==> config.mk <==
export PLATFORM = sky130hd
export DESIGN_NAME = exp_sig_sweep_ctrl
export DESIGN_NICKNAME = d
export VERILOG_FILES = /design/src/rtl/exp_sig_sweep_ctrl.sv
export SDC_FILE = /design/constraint.sdc
export NUM_CORES = 1
export LEC_CHECK = 0
export CAP_MARGIN = 20
export CORE_ASPECT_RATIO = 0.5
export CORE_MARGIN = 3
export CORE_UTILIZATION = 55
export DETAILED_ROUTE_END_ITERATION = 6
export GPL_ROUTABILITY_DRIVEN = 0
export PLACE_DENSITY_LB_ADDON = 0.05
export SETUP_SLACK_MARGIN = 0.4
export SYNTH_ARGS = -nofsm -noshare
export SYNTH_HDL_FRONTEND = slang
export SYNTH_SLANG_ARGS = --single-unit
==> constraint.sdc <==
create_clock -name clk -period 4.2 [get_ports clk]
set_input_delay 0.84 -clock clk [delete_from_list [all_inputs] [get_ports clk]]
set_output_delay 0.84 -clock clk [all_outputs]
set_load 0.005 [all_outputs]
==> run_1/m1.png <==
Bar = 50 um. Cells faint in the background.
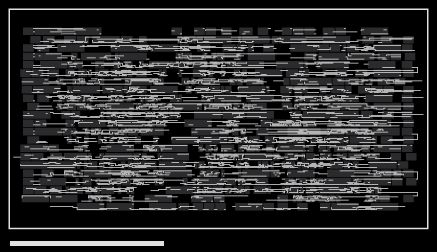
nets with wire on the layer = 551
main direction = horizontal
longest straight run = 44.2 um
share of all routed wire = 48%
wire length on this layer = 5370 um
met1 Resource Use GR: 0.347
WL final: 11.1 mm
via count: 3878

==> run_1/m2.png <==
Cells faint in the background.
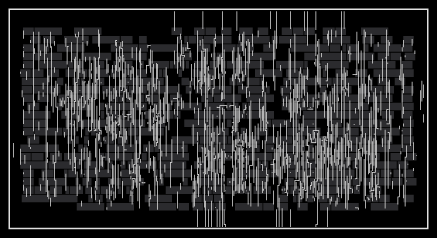
wire length on this layer = 4900 um
nets with wire on the layer = 505
longest straight run = 32.3 um
main direction = vertical
share of all routed wire = 44%
met2 global-route usage: 0.377

==> run_1/m3.png <==
Bar = 50 um. Cells faint in the background.
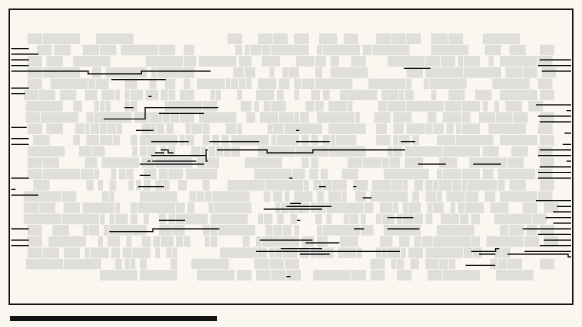
main direction = horizontal
share of all routed wire = 5.9%
nets with wire on the layer = 71
longest straight run = 34.5 um
GR met3 Demand/Resource: 0.0561

==> run summary, run 1 <==
stage-log warning count - 30
DIE AREA - 0.00962 mm2
combinational cell power - 0.00239 W
path length in cells of the critical path - 14
post-synthesis area per instance - 9.85 um2
internal power of the cells - 0.00255 W
maximum cell stage delay along the critical path - 410 ps
number of max-capacitance violations reported - 0
share of total power consumed by net switching - 0.432
wire length of the first global-routing pass - 18.9 mm
Pwr Density - 787 mW/mm2
net count of the finished layout - 611
headroom to the max-slew limit - 0.353
series of cell instances along the critical path - ha_1, fa_1, a211oi_2, o21bai_1, a21oi_1, xnor2_1, ha_1, nand4_1, or2_2, o211a_1, o31ai_4, o21ai_2, ha_1, and2_1
DRT antenna net count - 0
cell total after placement - 633
buffer cell driving the clock tree root - sky130_fd_sc_hd__clkbuf_16
Tightest Pin Transition - 970 ps
Worst R2R Path Depth - 14
clock sinks - 76
total global routing overflow - 0
total routing resource utilization after global routing - 0.244
starting utilization of the core area - 0.598
maximum resistive drop on vdd - 0.487 mV
Post-Synth Adder-Cell Area - 0.0746
total net switching power - 0.00194 W
number of nets produced by synthesis - 543
critical path capture point type - flop
worst hold margin - 503 ps
clock edge transition at the registers on the reported setup and hold paths - 60 ps
number of placed I/O pins - 68
number of diodes added for antenna fixing - 0
number of clock buffers inserted by TritonCTS - 9
maximum number of buffers from clock root to sink - 2
Clk Latency, worst-skew pair - 340 ps
detailed placement HPWL - 7.94 mm
buffer and inverter count on the worst path - 0
Cell Count, Final, Fillers Out - 651
dominant power group - combinational cells
total power - 0.00449 W
dominant register cell in the synthesized netlist - sky130_fd_sc_hd__dfrtp_1
post-detailed-route wirelength per cell - 17.0 um
largest area contributor in the netlist - sky130_fd_sc_hd__dfrtp_1
maximum operating frequency - 0.275 GHz
distinct lib cells - 65
part of the cycle the worst path needs - 0.865
Area contributors post-synth - sky130_fd_sc_hd__dfrtp_1 (41%), sky130_fd_sc_hd__mux2_2 (8.3%), sky130_fd_sc_hd__ha_1 (7.0%), sky130_fd_sc_hd__a21oi_1 (3.2%), sky130_fd_sc_hd__nand2_1 (3.0%)
portion of total power attributed to combinational logic - 0.533
Worst Setup Slack, final - 568 ps
unrepaired setup endpoints after global routing - no
count of unresolved DRC violations after routing - 0
most common library cell in the layout ignoring fill and taps - sky130_fd_sc_hd__dfrtp_1
simple-gate share of the synthesized area - 0.173
FFs w/ async S/R, synth - 1.00
Period minus WS final - 3630 ps
Port-buffer cells - 67
leading cell type by number of instances after synthesis - sky130_fd_sc_hd__dfrtp_1
overall die width - 136 um
leading post-synthesis cells by instance count - sky130_fd_sc_hd__dfrtp_1 (76), sky130_fd_sc_hd__nand2_1 (37), sky130_fd_sc_hd__mux2_2 (34), sky130_fd_sc_hd__a21oi_1 (30), sky130_fd_sc_hd__nor2_1 (29)
crit path kind - flop to flop
most used cells in the layout excluding fill and tap cells - sky130_fd_sc_hd__dfrtp_1 (76), sky130_fd_sc_hd__clkdlybuf4s50_1 (66), sky130_fd_sc_hd__nand2_1 (37), sky130_fd_sc_hd__mux2_2 (34), sky130_fd_sc_hd__a21oi_1 (30)
sequential cell power - 0.00135 W
H-tree levels - 3
data required time at the worst endpoint - 4430 ps
number of standard cells reported by yosys - 470
final core occ - 0.737
kind of start point of the critical path - flop
top comb family, area - AND-OR/OR-AND gates
hold crit path type - flop to flop
number of vias per cell - 5.96
CP Data Arrival Time - 3860 ps
height of the die - 70.9 um
clock power share - 0.167
maximum number of pins on one net before global-route repair - 77
final number of max-transition violations - 0
post-synthesis instance area - 0.00463 mm2
run status - finished, final reports clean
area share, top type - 0.411
CORE AREA - 0.00773 mm2
Starting DRT DRC Count - 265
hold-critical path depth - 1
power share of the sequential group - 0.300
final setup skew - 7.23 ps
post-synthesis sequential area ratio - 0.411
Clk power - 0.000747 W
TNS Setup - 0 ps
leakage component of the power - 2.37 nW
count of mapped cells out of synthesis - 470
share of final-layout standard cells stronger than drive strength 1 - 0.136
parity-gate share of the synthesized area counting xor and xnor cells - 0.0303
count of flip-flops with a built-in enable after synthesis - 0
final hold violation count - 0
CP delay by family, top - AND-OR/OR-AND gates
area growth from synthesis to layout - 23.1%
FF+latch count, synth - 76
post-synthesis chip area from yosys - 0.00463 mm2
YS warnings - 0
DP Area - 0.00539 mm2
CTS tree - built
via count of the first global-routing pass - 3867
Detailed Routing Iterations Pass 1 - 5
slack of the worst reg-to-reg path - 570 ps
initial antenna violation count - 0
# hold bufs at CTS - 0
Most common cell on crit path - sky130_fd_sc_hd__ha_1
final design instance area without fill - 0.00570 mm2
CP Max Fanout - 5
number of rows in the core area - 22
post-placement worst setup slack - 365 ps
synthesized-area fraction occupied by ao, oa, aoi and oai cells - 0.189
Setup Viol. Count Final - 0
Critical-path top delay cell - sky130_fd_sc_hd__dfrtp_1
fraction of synthesized area in multiplexers - 0.0871
run 1: timing repair:
item | 4_1_cts | 5_1_grt
resized | 1 | 3
endpoints found under the setup margin | 3 | 6
buffers inserted | 0 | 2
pin swaps | 0 | 2
endpoints found under the hold margin | 0 | 0
run 1: area by class of cell:
type                       count  area (um2)
tap                          108         135
timing repair buffer          73         713
clock inverter                 2        35.0
multi-input combinational    353        2580
clock buffer                  14         244
fill                         594        2040
inverter                      25        93.8
sequential                    76        1900
run 1: per-layer routing:
metal | GRT usage | up-vias | routed length [um] | part of all wire
li1 | - | 1891 | - | -
met1 | 0.347 | 1843 | 5370 | 0.48
met2 | 0.377 | 126 | 4900 | 0.44
met3 | 0.0561 | 18 | 659 | 0.059
met4 | 0.0726 | 0 | 163 | 0.015
met5 | 0 | - | 0 | 0
==> run_1/placed.png <==
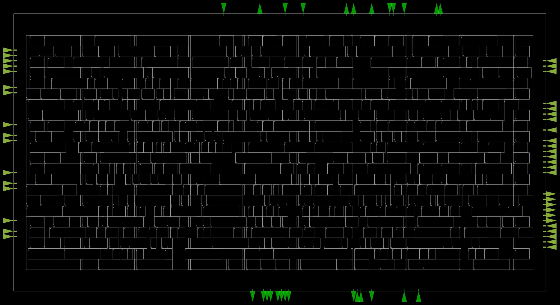

==> run 1 -> run 2 <==
--- a/config.mk
+++ b/config.mk
@@ -6,9 +6,11 @@
 export NUM_CORES = 1
 export LEC_CHECK = 0
 export CAP_MARGIN = 20
+export CELL_PAD_IN_SITES_DETAIL_PLACEMENT = 0
+export CELL_PAD_IN_SITES_GLOBAL_PLACEMENT = 1
 export CORE_ASPECT_RATIO = 0.5
 export CORE_MARGIN = 3
-export CORE_UTILIZATION = 55
+export CORE_UTILIZATION = 42
 export DETAILED_ROUTE_END_ITERATION = 6
 export GPL_ROUTABILITY_DRIVEN = 0
 export PLACE_DENSITY_LB_ADDON = 0.05
==> run_2/placed.png <==
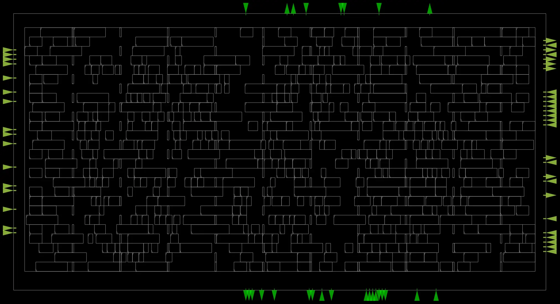
CORE AREA: 0.0105 mm2
sequential cells: 76
number of rows in the core area: 26

==> run 2 against run 1 <==
Worst hold slack worse by 72 ps. Critical path depth stayed put. Final cell count is 5.2% higher. First-iteration DRC count is 15% lower. Clock skew is 1.6 ps higher. Critical path type unchanged. Power is 3.5% higher. Combinational power hardly changed. Worst setup slack better by 83 ps. Highest routed layer unchanged. Sequential cell count stayed put. Utilization is 18 points lower. Clock power is about 20% higher.
==> run summary, run 2 <==
worst hold margin - 431 ps
count of flip-flops with a built-in enable after synthesis - 0
hold crit path type - input pin to asynchronous set/reset pin
final design instance area without fill - 0.00586 mm2
CP Data Arrival Time - 3770 ps
busiest grt layer - met2
total global routing overflow - 0
number of standard cells reported by yosys - 470
largest area contributor in the netlist - sky130_fd_sc_hd__dfrtp_1
height of the die - 80.2 um
Detailed Routing Iterations Pass 1 - 4
starting utilization of the core area - 0.442
count of unresolved DRC violations after routing - 0
post-synthesis instance area - 0.00463 mm2
Post-Synth Adder-Cell Area - 0.0746
detailed placement HPWL - 8.30 mm
DP Area - 0.00544 mm2
synthesized-area fraction occupied by ao, oa, aoi and oai cells - 0.189
dominant register cell in the synthesized netlist - sky130_fd_sc_hd__dfrtp_1
total routing resource utilization after global routing - 0.195
wire length on met2 - 4.97 mm
leading cell type by number of instances after synthesis - sky130_fd_sc_hd__dfrtp_1
leading post-synthesis cells by instance count - sky130_fd_sc_hd__dfrtp_1 (76), sky130_fd_sc_hd__nand2_1 (37), sky130_fd_sc_hd__mux2_2 (34), sky130_fd_sc_hd__a21oi_1 (30), sky130_fd_sc_hd__nor2_1 (29)
data required time at the worst endpoint - 4430 ps
count of mapped cells out of synthesis - 470
headroom to the max-slew limit - 0.411
run status - finished, final reports clean
Clk Latency, worst-skew pair - 340 ps
critical path capture point type - flop
total power - 0.00464 W
wire length of the first global-routing pass - 19.1 mm
DRT met1 WL - 5.92 mm
Cell Count, Final, Fillers Out - 685
WL final - 11.6 mm
H-tree levels - 3
stage-log warning count - 30
Critical-path top delay cell - sky130_fd_sc_hd__dfrtp_1
net count of the finished layout - 614
maximum number of buffers from clock root to sink - 2
fill cell total of the finished layout - 961
initial antenna violation count - 0
cell total after placement - 665
leakage component of the power - 2.41 nW
Port-buffer cells - 67
unrepaired setup endpoints after global routing - no
Worst Setup Slack, final - 651 ps
overall die width - 154 um
# hold bufs at CTS - 0
slack of the worst reg-to-reg path - 650 ps
post-synthesis chip area from yosys - 0.00463 mm2
parity-gate share of the synthesized area counting xor and xnor cells - 0.0303
met1 Resource Use GR - 0.281
series of cell instances along the critical path - ha_1, fa_2, a211oi_4, o21bai_1, a21oi_1, xnor2_1, ha_1, a22oi_1, nand2_1, o211a_2, o31ai_4, o21ai_2, ha_1, and2_1
most used cells in the layout excluding fill and tap cells - sky130_fd_sc_hd__dfrtp_1 (76), sky130_fd_sc_hd__clkdlybuf4s50_1 (66), sky130_fd_sc_hd__nand2_1 (36), sky130_fd_sc_hd__mux2_2 (34), sky130_fd_sc_hd__a21oi_1 (30)
clock edge transition at the registers on the reported setup and hold paths - 60 ps
buffer cell driving the clock tree root - sky130_fd_sc_hd__clkbuf_16
distinct lib cells - 65
number of placed I/O pins - 68
DIE AREA - 0.0124 mm2
Period minus WS final - 3550 ps
most common library cell in the layout ignoring fill and taps - sky130_fd_sc_hd__dfrtp_1
Setup Viol. Count Final - 0
Area contributors post-synth - sky130_fd_sc_hd__dfrtp_1 (41%), sky130_fd_sc_hd__mux2_2 (8.3%), sky130_fd_sc_hd__ha_1 (7.0%), sky130_fd_sc_hd__a21oi_1 (3.2%), sky130_fd_sc_hd__nand2_1 (3.0%)
Worst R2R Path Depth - 14
Most common cell on crit path - sky130_fd_sc_hd__ha_1
YS warnings - 0
simple-gate share of the synthesized area - 0.173
crit path kind - flop to flop
share of final-layout standard cells stronger than drive strength 1 - 0.154
number of max-capacitance violations reported - 0
area growth from synthesis to layout - 26.5%
CP Max Fanout - 5
post-CTS setup repair buffer count - 0
uppermost metal layer occupied by signal nets - met4
maximum number of pins on one net before global-route repair - 77
post-detailed-route wirelength per cell - 16.9 um
Starting DRT DRC Count - 226
TNS Setup - 0 ps
post-placement worst setup slack - 318 ps
post-synthesis area per instance - 9.85 um2
number of nets produced by synthesis - 543
top comb family, area - AND-OR/OR-AND gates
final number of max-transition violations - 0
FFs w/ async S/R, synth - 1.00
GR met3 Demand/Resource - 0.0511
met3 routed WL - 615 um
number of instances resized during post-cts repair - 1
met2 global-route usage - 0.298
kind of start point of the critical path - flop
final core occ - 0.559
number of diodes added for antenna fixing - 0
Tightest Pin Transition - 880 ps
maximum resistive drop on vdd - 0.306 mV
FF+latch count, synth - 76
number of clock buffers inserted by TritonCTS - 9
area share, top type - 0.411
final setup skew - 8.84 ps
part of the cycle the worst path needs - 0.845
Pwr Density - 793 mW/mm2
clock sinks - 76
CTS tree - built
via count - 3798
via count of the first global-routing pass - 3664
maximum operating frequency - 0.282 GHz
post-synthesis sequential area ratio - 0.411
fraction of synthesized area in multiplexers - 0.0871
maximum cell stage delay along the critical path - 410 ps
final hold violation count - 0
number of vias per cell - 5.54
DRT antenna net count - 0
run 2: power by group:
group	switching, W	leakage, nW	internal [W]
Combinational	0.00131	1.31	0.00110
Sequential	0.000322	0.938	0.00102
Clock	0.000300	0.162	0.000594
Total	0.00193	2.41	0.00271
run 2: worst max-delay path: cells and delay by family (launching register included):
family	cells	cell delay [ps]
xor+xnor	1	170
compound gates	7	1460
fa+ha+maj	4	1130
flops	1	410
simple gates	2	250
run 2: area by class of cell:
class	count	area [um2]	area share
well taps	140	175	0.0299
inverters	25	93.8	0.0160
clock buffers	11	243	0.0415
multi-input cells	353	2590	0.442
clock inverters	4	97.6	0.0167
flip-flops and latches	76	1900	0.325
repair buffers	76	756	0.129
No activity file was given, so power comes from the tool's default toggle rates.
